Fig. 1: cell density map
The die is cut into 8 by 5 equal tiles; white is low, dark blue is high, 0 to 100% covered.
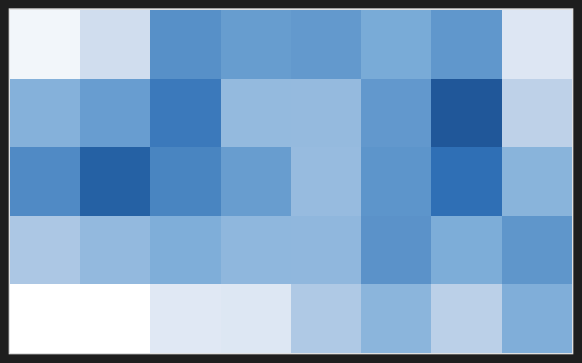
Fig. 2: routing congestion
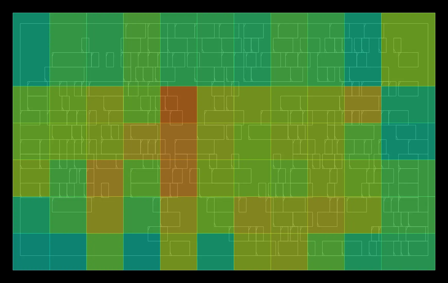
Fig. 3: the metal 1 layer
Supply wires on this layer in gray.
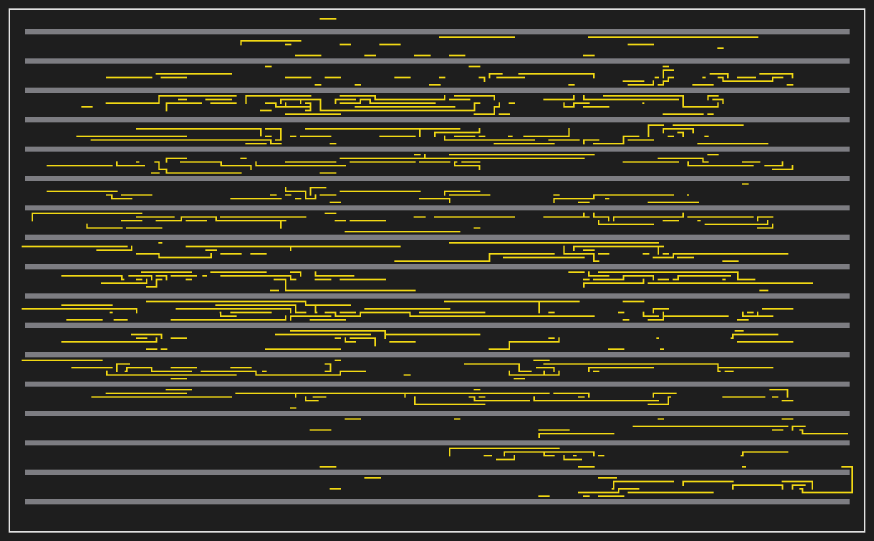
<file path="src/rtl/shift_arbiter_if.sv">
// Request, response and shifter-control bundle between two requesters,
// the shift arbiter and an external registered shifter.
interface shift_arbiter_if #(
    parameter int WIDTH = 8,
    parameter int NUMW  = 3
);
    logic             req0_valid;
    logic             req0_ready;
    logic [1:0]       req0_op;
    logic [NUMW-1:0]  req0_num;
    logic             req0_inbit;
    logic [WIDTH-1:0] req0_data;

    logic             req1_valid;
    logic             req1_ready;
    logic [1:0]       req1_op;
    logic [NUMW-1:0]  req1_num;
    logic             req1_inbit;
    logic [WIDTH-1:0] req1_data;

    logic             rsp_valid;
    logic             rsp_id;
    logic [WIDTH-1:0] rsp_data;

    logic             sh_load;
    logic             sh_rshift;
    logic             sh_lshift;
    logic [NUMW-1:0]  sh_shiftnum;
    logic             sh_inbit;
    logic [WIDTH-1:0] sh_in;
    logic [WIDTH-1:0] sh_out;

    logic             busy;

    modport slave (
        input  req0_valid, req0_op, req0_num, req0_inbit, req0_data,
        input  req1_valid, req1_op, req1_num, req1_inbit, req1_data,
        input  sh_out,
        output req0_ready, req1_ready,
        output rsp_valid, rsp_id, rsp_data,
        output sh_load, sh_rshift, sh_lshift, sh_shiftnum, sh_inbit, sh_in,
        output busy
    );

    modport master (
        output req0_valid, req0_op, req0_num, req0_inbit, req0_data,
        output req1_valid, req1_op, req1_num, req1_inbit, req1_data,
        output sh_out,
        input  req0_ready, req1_ready,
        input  rsp_valid, rsp_id, rsp_data,
        input  sh_load, sh_rshift, sh_lshift, sh_shiftnum, sh_inbit, sh_in,
        input  busy
    );
endinterface

</file>
<file path="src/rtl/shift_arbiter.sv">
// Two-requester arbiter in front of a registered shifter: grant, issue one
// control cycle, return the shifter result. Define SHIFT_ARB_FIXPRI_EN for fixed priority.
//
// state | meaning
// IDLE  | waiting for a request, ready asserted for the granted requester
// ISSUE | drive one shifter control pulse from the latched request
// RESP  | return sh_out to the latched requester
module shift_arbiter #(
    parameter int WIDTH = 8,
    parameter int NUMW  = 3
) (
    input  logic          clk,
    input  logic          rst,
    shift_arbiter_if.slave bus
);
    typedef enum logic [1:0] {IDLE, ISSUE, RESP} state_t;

    state_t           state_q, state_d;
    logic [1:0]       op_q;
    logic [NUMW-1:0]  num_q;
    logic             inbit_q;
    logic [WIDTH-1:0] data_q;
    logic             id_q;
    logic             gnt_id;
    logic             accept;

`ifdef SHIFT_ARB_FIXPRI_EN
    always_comb gnt_id = !bus.req0_valid;
`else
    logic last_q;

    // last_q holds the most recent winner; reset value 1 lets req0 take the first tie
    always_comb begin
        if (bus.req0_valid && bus.req1_valid) gnt_id = ~last_q;
        else                                  gnt_id = !bus.req0_valid;
    end

    always_ff @(posedge clk) begin
        if (rst)         last_q <= 1'b1;
        else if (accept) last_q <= gnt_id;
    end
`endif

    assign accept = (state_q == IDLE) && (bus.req0_valid || bus.req1_valid) && !rst;

    always_ff @(posedge clk) begin
        if (rst) begin
            state_q <= IDLE;
            op_q    <= '0;
            num_q   <= '0;
            inbit_q <= 1'b0;
            data_q  <= '0;
            id_q    <= 1'b0;
        end else begin
            state_q <= state_d;
            if (accept) begin
                id_q    <= gnt_id;
                op_q    <= gnt_id ? bus.req1_op    : bus.req0_op;
                num_q   <= gnt_id ? bus.req1_num   : bus.req0_num;
                inbit_q <= gnt_id ? bus.req1_inbit : bus.req0_inbit;
                data_q  <= gnt_id ? bus.req1_data  : bus.req0_data;
            end
        end
    end

    always_comb begin
        state_d         = state_q;
        bus.req0_ready  = 1'b0;
        bus.req1_ready  = 1'b0;
        bus.rsp_valid   = 1'b0;
        bus.rsp_id      = 1'b0;
        bus.rsp_data    = '0;
        bus.sh_load     = 1'b0;
        bus.sh_rshift   = 1'b0;
        bus.sh_lshift   = 1'b0;
        bus.sh_shiftnum = '0;
        bus.sh_inbit    = 1'b0;
        bus.sh_in       = '0;
        bus.busy        = (state_q != IDLE);
        case (state_q)
            IDLE: begin
                bus.req0_ready = accept && !gnt_id;
                bus.req1_ready = accept && gnt_id;
                if (accept) state_d = ISSUE;
            end
            ISSUE: begin
                bus.sh_load     = (op_q == 2'b01);
                bus.sh_rshift   = (op_q == 2'b10);
                bus.sh_lshift   = (op_q == 2'b11);
                bus.sh_shiftnum = num_q;
                bus.sh_inbit    = inbit_q;
                bus.sh_in       = data_q;
                state_d         = RESP;
            end
            RESP: begin
                // rsp is suppressed while rst is high so an aborted op never pulses
                bus.rsp_valid = !rst;
                bus.rsp_id    = rst ? 1'b0 : id_q;
                bus.rsp_data  = rst ? '0 : bus.sh_out;
                state_d       = IDLE;
            end
            default: state_d = IDLE;
        endcase
    end
endmodule

</file>
<file path="src/flat_wrapper.sv">
// flat-port wrapper written by rule: the top's interface ports become plain ports
module shift_arbiter_flat 
#(
    parameter int WIDTH = 8,
    parameter int NUMW  = 3
)
  (clk, rst, bus_req0_valid, bus_req0_op, bus_req0_num, bus_req0_inbit, bus_req0_data, bus_req1_valid, bus_req1_op, bus_req1_num, bus_req1_inbit, bus_req1_data, bus_sh_out, bus_req0_ready, bus_req1_ready, bus_rsp_valid, bus_rsp_id, bus_rsp_data, bus_sh_load, bus_sh_rshift, bus_sh_lshift, bus_sh_shiftnum, bus_sh_inbit, bus_sh_in, bus_busy);
  shift_arbiter_if #(.WIDTH(WIDTH), .NUMW(NUMW)) bus_i ();
  input  logic clk;
  input  logic rst;
  input wire logic [$bits(bus_i.req0_valid)-1:0] bus_req0_valid;
  input wire logic [$bits(bus_i.req0_op)-1:0] bus_req0_op;
  input wire logic [$bits(bus_i.req0_num)-1:0] bus_req0_num;
  input wire logic [$bits(bus_i.req0_inbit)-1:0] bus_req0_inbit;
  input wire logic [$bits(bus_i.req0_data)-1:0] bus_req0_data;
  input wire logic [$bits(bus_i.req1_valid)-1:0] bus_req1_valid;
  input wire logic [$bits(bus_i.req1_op)-1:0] bus_req1_op;
  input wire logic [$bits(bus_i.req1_num)-1:0] bus_req1_num;
  input wire logic [$bits(bus_i.req1_inbit)-1:0] bus_req1_inbit;
  input wire logic [$bits(bus_i.req1_data)-1:0] bus_req1_data;
  input wire logic [$bits(bus_i.sh_out)-1:0] bus_sh_out;
  output wire logic [$bits(bus_i.req0_ready)-1:0] bus_req0_ready;
  output wire logic [$bits(bus_i.req1_ready)-1:0] bus_req1_ready;
  output wire logic [$bits(bus_i.rsp_valid)-1:0] bus_rsp_valid;
  output wire logic [$bits(bus_i.rsp_id)-1:0] bus_rsp_id;
  output wire logic [$bits(bus_i.rsp_data)-1:0] bus_rsp_data;
  output wire logic [$bits(bus_i.sh_load)-1:0] bus_sh_load;
  output wire logic [$bits(bus_i.sh_rshift)-1:0] bus_sh_rshift;
  output wire logic [$bits(bus_i.sh_lshift)-1:0] bus_sh_lshift;
  output wire logic [$bits(bus_i.sh_shiftnum)-1:0] bus_sh_shiftnum;
  output wire logic [$bits(bus_i.sh_inbit)-1:0] bus_sh_inbit;
  output wire logic [$bits(bus_i.sh_in)-1:0] bus_sh_in;
  output wire logic [$bits(bus_i.busy)-1:0] bus_busy;
  assign bus_i.req0_valid = bus_req0_valid;
  assign bus_i.req0_op = bus_req0_op;
  assign bus_i.req0_num = bus_req0_num;
  assign bus_i.req0_inbit = bus_req0_inbit;
  assign bus_i.req0_data = bus_req0_data;
  assign bus_i.req1_valid = bus_req1_valid;
  assign bus_i.req1_op = bus_req1_op;
  assign bus_i.req1_num = bus_req1_num;
  assign bus_i.req1_inbit = bus_req1_inbit;
  assign bus_i.req1_data = bus_req1_data;
  assign bus_i.sh_out = bus_sh_out;
  assign bus_req0_ready = bus_i.req0_ready;
  assign bus_req1_ready = bus_i.req1_ready;
  assign bus_rsp_valid = bus_i.rsp_valid;
  assign bus_rsp_id = bus_i.rsp_id;
  assign bus_rsp_data = bus_i.rsp_data;
  assign bus_sh_load = bus_i.sh_load;
  assign bus_sh_rshift = bus_i.sh_rshift;
  assign bus_sh_lshift = bus_i.sh_lshift;
  assign bus_sh_shiftnum = bus_i.sh_shiftnum;
  assign bus_sh_inbit = bus_i.sh_inbit;
  assign bus_sh_in = bus_i.sh_in;
  assign bus_busy = bus_i.busy;
  shift_arbiter #(.WIDTH(WIDTH), .NUMW(NUMW)) u_core (.clk(clk), .rst(rst), .bus(bus_i));
endmodule
</file>
<file path="config.mk">
export PLATFORM = sky130hd
export DESIGN_NAME = shift_arbiter_flat
export DESIGN_NICKNAME = d
export VERILOG_FILES = /design/src/rtl/shift_arbiter_if.sv /design/src/rtl/shift_arbiter.sv /design/src/flat_wrapper.sv
export SDC_FILE = /design/constraint.sdc
export NUM_CORES = 1
export LEC_CHECK = 0
export ABC_AREA = 1
export CORE_ASPECT_RATIO = 0.6
export CORE_UTILIZATION = 29
export DETAILED_ROUTE_END_ITERATION = 7
export PLACE_DENSITY = 0.67
export RECOVER_POWER = 100
export SLEW_MARGIN = 20
export SYNTH_ARGS = -nofsm -noshare
export SYNTH_HDL_FRONTEND = slang
export SYNTH_SLANG_ARGS = --single-unit
export TNS_END_PERCENT = 5
</file>
<file path="constraint.sdc">
create_clock -name clk -period 2.7 [get_ports clk]
set_input_delay 0.27 -clock clk [delete_from_list [all_inputs] [get_ports clk]]
set_output_delay 0.27 -clock clk [all_outputs]
set_load 0.005 [all_outputs]
</file>
==> flow_summary_export.csv <==
group,metric,value,unit
run_status,status,"complete, no violations",
route,ant_nets,0,
worst_hold_path,holdCritPathClass,"reg2reg",
clocking,clock_latency,0.25,ns
timing,timing.fmax,432,MHz
cells_and_area,final_layout_size_suffix_gt1_share,5.73,%
clocking,cts_max_path_buffers,2,
critical_path,cp_slowest_stage_delay,0.59,ns
place,place.gp.congestion,0.661,
floorplanning,row_count,16,
floorplanning,num_io_pins,68,
synthesis,ys_warn_count,0,
synthesis,ys.flops,18,
clocking,ctsRootBufferMaster,"clkbuf_8",
power_and_ir_drop,finalPower,0.000713,W
clocking,holdBufCountCts,0,
floorplanning,die_w,79.1,um
route,first_iter_violations,38,
timing,finalSetupTns,0,ns
power_and_ir_drop,power.share.clock,30.6,%
timing,slew_viol_final,0,
synthesis,top_cells_by_count,"inv_1, nor2_1, nand2_1, nand3_1, dfxtp_1",
synthesis,synth_area,1030,sq um
place,dpl.hpwl,2160,um
power_and_ir_drop,intPower,0.000522,W
synthesis,top_area_share,34.9,%
job,warnings,26,
route,drc,0,
synthesis,synth_cell_types,18,
clocking,cts_resized,0,
synthesis,edf_count,0,
power_and_ir_drop,swShare,26.8,%
## Picture notes: Fig. 1
- fullest tile: 84%
- mean over tiles: 45%
- emptiest ninth of the die: south-west
- nearly empty tiles: 5.0%
Final Util: 53.0%
floorplan utilization: 31.1%
core area: 3320 sq um

## Picture notes: Fig. 2
Global Route met2 Usage: 20.5%
met1 Track Usage GR: 21.6%

## Picture notes: Fig. 3
- nets with wire on the layer: 218
- share of all routed wire: 50%
- main direction: horizontal
- wire length on this layer: 1450 um
final WL: 2880 um
vias: 1160

-- worst paths after layout --
| kind | cells past startpoint | end | slack, ns | from |
|---|---|---|---|---|
| worst max-delay path | 5 | bus_rsp_data[0] | 0.39 | rst |
| worst min-delay path | 2 | u_core.last_q | 0.47 | u_core.last_q |
| worst max register to register | 7 | u_core.data_q[1] | 0.84 | u_core.state_q[0] |
| worst min register to register | 2 | u_core.last_q | 0.47 | u_core.last_q |
-- critical path: cells and delay by family --
| family | cells | cell delay, ns |
|---|---|---|
| and+or+nand+nor | 2 | 0.40 |
| buffers and inverters | 3 | 1.37 |
-- cells in the final DEF, fill, tap and decap left out, types with 2 or more instances in the layout --
cell             count
inv_2                2
o21ai_0              3
nand3_1             24
nor2_1              31
buf_4                3
nand2_1             25
dfxtp_1             18
nand4_1             12
dlygate4sd3_1       28
nor3_1               3
clkbuf_8             4
clkdlybuf4s50_1     39
inv_1               31
-- state kept, by name (all words and copies together) (netlist names) --
register / count
u_core.data_q: 8
u_core.id_q: 1
u_core.inbit_q: 1
u_core.last_q: 1
u_core.num_q: 3
u_core.op_q: 2
u_core.state_q: 2
-- stage by stage --
| step | std cells | setup WS [ns] | instance area (sq um) | util [%] |
|---|---|---|---|---|
| global placement | 268 | 0.570 | 1730 | 52.0 |
| CTS | 272 | 0.524 | 1780 | 53.6 |
| detailed placement | 268 | 0.529 | 1730 | 52.0 |
| floorplan | 160 | 1.56 | 1030 | - |
| global route | 272 | 0.240 | 1760 | 53.0 |
| finish | 272 | 0.388 | 1760 | 53.0 |
-- power groups by stage --
| stage | clock network [W] | registers (W) | logic (W) |
|---|---|---|---|
| final | 0.000218 | 0.000308 | 0.000187 |
| after global routing | 0.000239 | 0.000312 | 0.000209 |
| after CTS | 0.000225 | 0.000308 | 0.000201 |
| after detailed placement | 0 | 0.000314 | 0.000199 |
| after global placement | 0 | 0.000314 | 0.000199 |
| after floorplan | 0 | 0.000310 | 0.000100 |
-- layer usage --
layer	up-vias	part of all wire (%)	global-route usage [%]
met5	-	0	0
met3	2	12	6.54
met4	0	0.28	3.27
met2	53	37	20.5
li1	633	-	-
met1	472	50	21.6
-- layout make-up --
type | instances | area share [%]
timing repair buffer | 70 | 39.3
multi-input combinational | 102 | 26.8
sequential | 18 | 20.5
inverter | 33 | 7.03
tap | 45 | 3.20
clock buffer | 4 | 3.12
-- logic make-up after synthesis --
kind of cell / synth area share, %
AND-OR/OR-AND: 2.30
flip-flops: 34.9
AND/OR/NAND/NOR: 45.4
buffers and inverters: 17.4
No activity file was given, so power comes from the tool's default toggle rates.
